Run 1, the clock network:
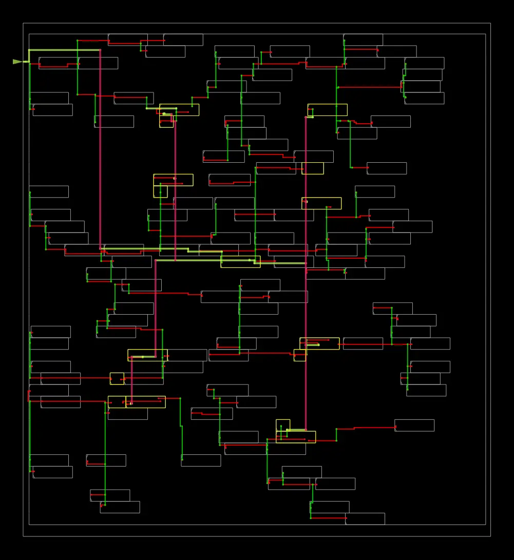
Run 1, metal layers overlaid:
(2 px per µm) Two of the layers only.
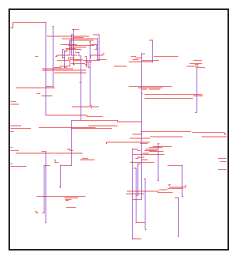
Run 1, pin placement:
(3 px per µm) Pins as bars across the die edge, other pins in grey.
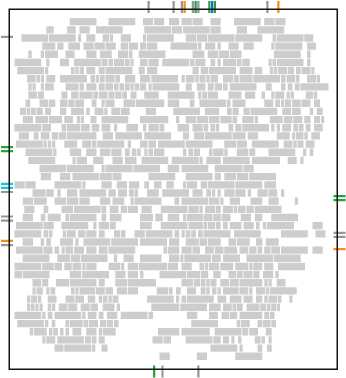
Run 1, M4 wires:
(3 px per µm)
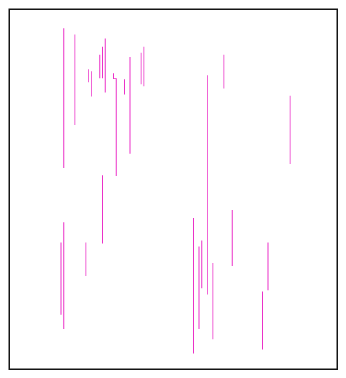
<file path="config.mk">
export PLATFORM = sky130hd
export DESIGN_NAME = clock_divider_bank
export DESIGN_NICKNAME = d
export VERILOG_FILES = /design/src/rtl/clock_divider_bank.sv
export SDC_FILE = /design/constraint.sdc
export NUM_CORES = 1
export LEC_CHECK = 0
export CORE_ASPECT_RATIO = 1.1
export CORE_UTILIZATION = 56
export CTS_CLUSTER_DIAMETER = 150
export DETAILED_ROUTE_END_ITERATION = 7
export GPL_TIMING_DRIVEN = 0
export PLACE_DENSITY = 0.77
export SETUP_SLACK_MARGIN = 0.2
export SYNTH_ARGS = -nofsm -noshare
export SYNTH_HDL_FRONTEND = slang
export SYNTH_SLANG_ARGS = --single-unit
export TNS_END_PERCENT = 5
</file>
<file path="constraint.sdc">
create_clock -name Master_Clock_In -period 4.43 [get_ports Master_Clock_In]
set_clock_uncertainty 0.2 [all_clocks]
set_input_delay 1.329 -clock Master_Clock_In [delete_from_list [all_inputs] [get_ports Master_Clock_In]]
set_output_delay 1.329 -clock Master_Clock_In [all_outputs]
set_load 0.02 [all_outputs]
</file>
<file path="src/rtl/clock_divider_bank.sv">
// clock_divider_bank: CHANNELS independent programmable clock dividers
// driven from one master clock, with per-channel enable and a tick strobe.
//
// Ports:
//   Master_Clock_In  master clock, all state on its rising edge
//   Reset            asynchronous active-high reset
//   Enable           per-channel run enable
//   Sync             restart every running channel at phase 0
//   Load_Valid       divisor write strobe
//   Load_Channel     channel targeted by the write (>= CHANNELS ignored)
//   Load_Divisor     new divisor, applied at the next period boundary
//   Clock_Out        registered divided clocks
//   Tick_Out         registered one-cycle strobe at each period start
//   Running_Out      channel currently counting
module clock_divider_bank #(
   parameter int CHANNELS    = 4,
   parameter int DIV_WIDTH   = 8,
   parameter int DIV_DEFAULT = 4,
   parameter int CH_WIDTH    = (CHANNELS > 1) ? $clog2(CHANNELS) : 1
) (
   input  logic                 Master_Clock_In,
   input  logic                 Reset,
   input  logic [CHANNELS-1:0]  Enable,
   input  logic                 Sync,
   input  logic                 Load_Valid,
   input  logic [CH_WIDTH-1:0]  Load_Channel,
   input  logic [DIV_WIDTH-1:0] Load_Divisor,
   output logic [CHANNELS-1:0]  Clock_Out,
   output logic [CHANNELS-1:0]  Tick_Out,
   output logic [CHANNELS-1:0]  Running_Out
);

   localparam logic [DIV_WIDTH-1:0] DIV_RST = DIV_WIDTH'(DIV_DEFAULT);
   localparam logic [DIV_WIDTH-1:0] DIV_MIN = DIV_WIDTH'(2);
   localparam logic [DIV_WIDTH-1:0] ONE     = DIV_WIDTH'(1);

   logic [DIV_WIDTH-1:0] cnt_q  [CHANNELS];
   logic [DIV_WIDTH-1:0] cnt_d  [CHANNELS];
   logic [DIV_WIDTH-1:0] act_q  [CHANNELS];
   logic [DIV_WIDTH-1:0] act_d  [CHANNELS];
   logic [DIV_WIDTH-1:0] pend_q [CHANNELS];
   logic [DIV_WIDTH-1:0] pend_d [CHANNELS];

   logic [CHANNELS-1:0] run_q;
   logic [CHANNELS-1:0] run_d;
   logic [CHANNELS-1:0] clk_q;
   logic [CHANNELS-1:0] clk_d;
   logic [CHANNELS-1:0] tick_q;
   logic [CHANNELS-1:0] tick_d;

   always_comb begin
      for (int i = 0; i < CHANNELS; i++) begin
         // Out-of-range channel numbers never match any i, so they drop.
         if (Load_Valid && (Load_Channel == CH_WIDTH'(i)))
            pend_d[i] = Load_Divisor;
         else
            pend_d[i] = pend_q[i];

         cnt_d[i] = '0;
         act_d[i] = act_q[i];
         run_d[i] = 1'b0;

         if (!Enable[i]) begin
            act_d[i] = pend_d[i];
         end else if (!run_q[i]) begin
            // Idle channels take a same-cycle load directly, so a write
            // to an idle channel takes effect on the write edge itself.
            act_d[i] = pend_d[i];
            run_d[i] = (pend_d[i] >= DIV_MIN);
         end else if (Sync || (cnt_q[i] == act_q[i] - ONE)) begin
            // Period boundary: the pending value from before this edge
            // becomes active; a too-small divisor parks the channel.
            act_d[i] = pend_q[i];
            run_d[i] = (pend_q[i] >= DIV_MIN);
         end else begin
            cnt_d[i] = cnt_q[i] + ONE;
            run_d[i] = 1'b1;
         end

         clk_d[i]  = run_d[i] && (cnt_d[i] < (act_d[i] >> 1));
         tick_d[i] = run_d[i] && (cnt_d[i] == '0);
      end
   end

   always_ff @(posedge Master_Clock_In or posedge Reset) begin
      if (Reset) begin
         for (int i = 0; i < CHANNELS; i++) begin
            cnt_q[i]  <= '0;
            act_q[i]  <= DIV_RST;
            pend_q[i] <= DIV_RST;
         end
         run_q  <= '0;
         clk_q  <= '0;
         tick_q <= '0;
      end else begin
         for (int i = 0; i < CHANNELS; i++) begin
            cnt_q[i]  <= cnt_d[i];
            act_q[i]  <= act_d[i];
            pend_q[i] <= pend_d[i];
         end
         run_q  <= run_d;
         clk_q  <= clk_d;
         tick_q <= tick_d;
      end
   end

   assign Clock_Out   = clk_q;
   assign Tick_Out    = tick_q;
   assign Running_Out = run_q;

endmodule

</file>
==> results_dict.tcl, run 1 <==
# collected from the flow reports
set metrics [dict create \
    layout_top_cells "dfrtp_1, mux2i_1, nor2_1" \
    max_slew_margin_pct 47.4 \
    drive_gt1_share_pct 15.7 \
    portBuffers 27 \
    fin_area_um2 8110 \
    ys_top_logic_family "simple AND/OR/NAND/NOR gates" \
    yosysTopAreaCellShare_pct 35.6 \
    synthSimpleGateAreaFrac_pct 16.3 \
    drc 0 \
    place_hpwl_mm 12.5 \
    endpoint "Clock_Out[1]" \
    powerDensity_nw_per_um2 362 \
    fin_crit_sh_pct 96.5 \
    worst-path-buf-inv 2 \
    clockPowerShare_pct 27.4 \
    combinationalPower_mw 0.838 \
    ys_warn_count 0 \
    fin_crit_ns 4.28 \
    clock_sinks 108 \
    ff_latch_area_um2 2710 \
    clkCellAreaFrac_pct 3.61 \
    status "finished clean" \
    postPlaceCellArea_um2 7530 \
    critical_path_peak_fanout 10 \
    top_layer "met4" \
    logic_gate_count 533 \
    die_h_um 119 \
    gr-usage-met2_pct 45.5 \
    grt_pass1_wl_mm 27.7 \
    first_global_vias 5677 \
    dp_slack_ns -0.740 \
    grt_max_degree 42 \
    powerClk_mw 0.803 \
    netSwitchingPower_mw 1.01 \
    tns_ns 0 \
    synth_nets 772 \
    cts_tree "yes" \
    clock_path_buffers 2 \
    firstDrtPassIters 6 \
    top_regs "act_q x32, cnt_q x32, pend_q x32" \
    buffer_area_share_pct 6.82 \
    drv_slew 0 \
    busiest_layer "met2" \
    comb_area_um2 4170 \
    route.met2.wl_mm 8.61 \
    min-delay-start "pend_q[16]" \
    num-fill-cells 927 \
    largest_area_cell "dfrtp_1" \
    signal_buffers 71 \
    top_cell "dfrtp_1" \
    arrival_ns 4.32 \
    place.gp.congestion 0.907 \
    maxCapViolations 0 \
    rrSetupSlack_ns 0.17 \
    use_met1_pct 36.2 \
    rows 42 \
    p_seq_share_pct 44.1 \
    num_tap_cells 154 \
    final_common_cell "dfrtp_1" \
    slowest_delay_ns 0.55 \
    total_power_mw 2.93 \
    yosys.area_share.adder_pct 5.84 \
    edf_count 0 \
    met3_length_mm 1.02 \
    sequentialPower_mw 1.29 \
    holdCritPathClass "reg -> reg" \
    cts_setup_buffers 7 \
    ir_worst_vdd_mv 0.201 \
    tightest_slew_ns 0.788 \
    viasPerCell 6.29 \
    grt_overflow 0 \
    whs_path_depth 1 \
    ys_seq_share_pct 38.6 \
    n_all_inverters 49 \
]
About 'the clock network':
# clk buffers: 10
TritonCTS buffer count: 9

About 'metal layers overlaid':
| layer | colour | wire length |
|---|---|---|
| M4 | purple | 583 µm |
| M3 | red | 1020 µm |
GRT Total Usage: 27.6%
drt wl/cell: 18.7 µm
drt total wl: 17.4 mm
Vias: 5858

About 'pin placement':
| port | colour | pins | direction | edge |
|---|---|---|---|---|
| Load_Channel | cyan | 2 | input | left |
| Load_Divisor | green | 8 | input | 3 top, 2 left, 2 right, 1 bottom |
| Sync | blue | 1 | input | top |
| Tick_Out | orange | 4 | output | 2 top, 1 right, 1 left |
all pins by edge: 12 top, 10 left, 5 right, 3 bottom

About 'M4 wires':
nets with wire on the layer: 22
main direction: vertical
share of all routed wire: 3.4%
longest straight run: 72.8 µm
wire length on this layer: 583 µm

==> run 2, diff against run 1 <==
Settings changed: CORE_MARGIN set to 2.
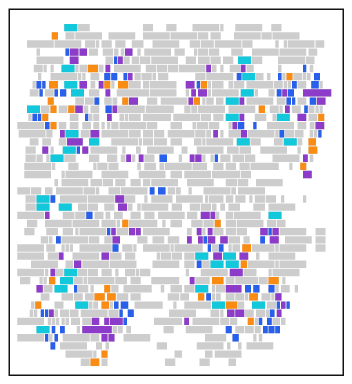
Run 2: gate families picked out
(3 px per µm)
| family | colour | cells | most used | where |
|---|---|---|---|---|
| fa/ha/maj cells | cyan | 33 | ha_1 | widely spread |
| aoi and oai cells | purple | 83 | a21oi_1 | widely spread |
| and/or cells | orange | 37 | and3_1 | widely spread |
| nand cells | blue | 76 | nand2_1 | widely spread |
Commonest Layout Cell: dfrtp_1
combinational share of cell area: 51.0%
final cell count without fillers: 929

==> results_dict.tcl, run 2 <==
# collected from the flow reports
set metrics [dict create \
    status "finished clean" \
    max_slew_margin_pct 53.5 \
    clockPowerShare_pct 29.6 \
    fin_crit_sh_pct 94.0 \
    fin_crit_ns 4.17 \
    arrival_ns 4.22 \
    holdCritPathClass "reg -> reg" \
    netSwitchingPower_mw 0.988 \
    place_hpwl_mm 12.5 \
    ir_worst_vdd_mv 0.198 \
    top_layer "met4" \
    grt_max_degree 44 \
    dp_slack_ns -0.794 \
    cts_tree "yes" \
    drive_gt1_share_pct 15.0 \
    tns_ns 0 \
    fin_area_um2 8100 \
    first_global_vias 5800 \
    signal_buffers 69 \
    yosysTopAreaCellShare_pct 35.6 \
    powerDensity_nw_per_um2 371 \
    combinationalPower_mw 0.825 \
    ys_warn_count 0 \
    endpoint "Clock_Out[1]" \
    slowest_delay_ns 0.58 \
    num-fill-cells 924 \
    ff_latch_area_um2 2720 \
    viasPerCell 6.29 \
    gr-usage-met2_pct 45.1 \
    rows 42 \
    critical_path_peak_fanout 10 \
    use_met1_pct 32.3 \
    buffer_area_share_pct 6.71 \
    comb_area_um2 4130 \
    wire_per_inst_um 18.7 \
    top_cell "dfrtp_1" \
    top_regs "act_q x32, cnt_q x32, pend_q x32" \
    powerClk_mw 0.889 \
    maxCapViolations 0 \
    layout_top_cells "dfrtp_1, mux2i_1, nor2_1" \
    cts_setup_buffers 5 \
    tightest_slew_ns 0.689 \
    synthSimpleGateAreaFrac_pct 16.3 \
    logic_gate_count 533 \
    drt-total-wl_mm 17.3 \
    yosys.area_share.adder_pct 5.84 \
    ys_seq_share_pct 38.6 \
]
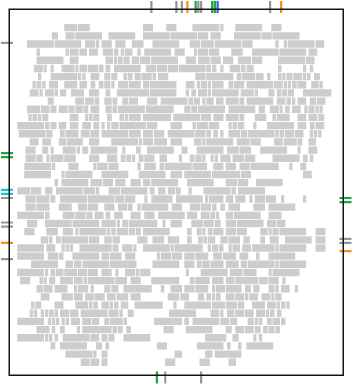
Run 2: pin placement
(3 px per µm) Pins as bars across the die edge, other pins in grey.
| port | colour | pins | direction | edge |
|---|---|---|---|---|
| Load_Channel | cyan | 2 | input | left |
| Sync | blue | 1 | input | top |
| Load_Divisor | green | 8 | input | 3 top, 2 left, 2 right, 1 bottom |
| Tick_Out | orange | 4 | output | 2 top, 1 right, 1 left |
IO buf count: 27
chip height: 121 µm
DIE WIDTH: 111 µm

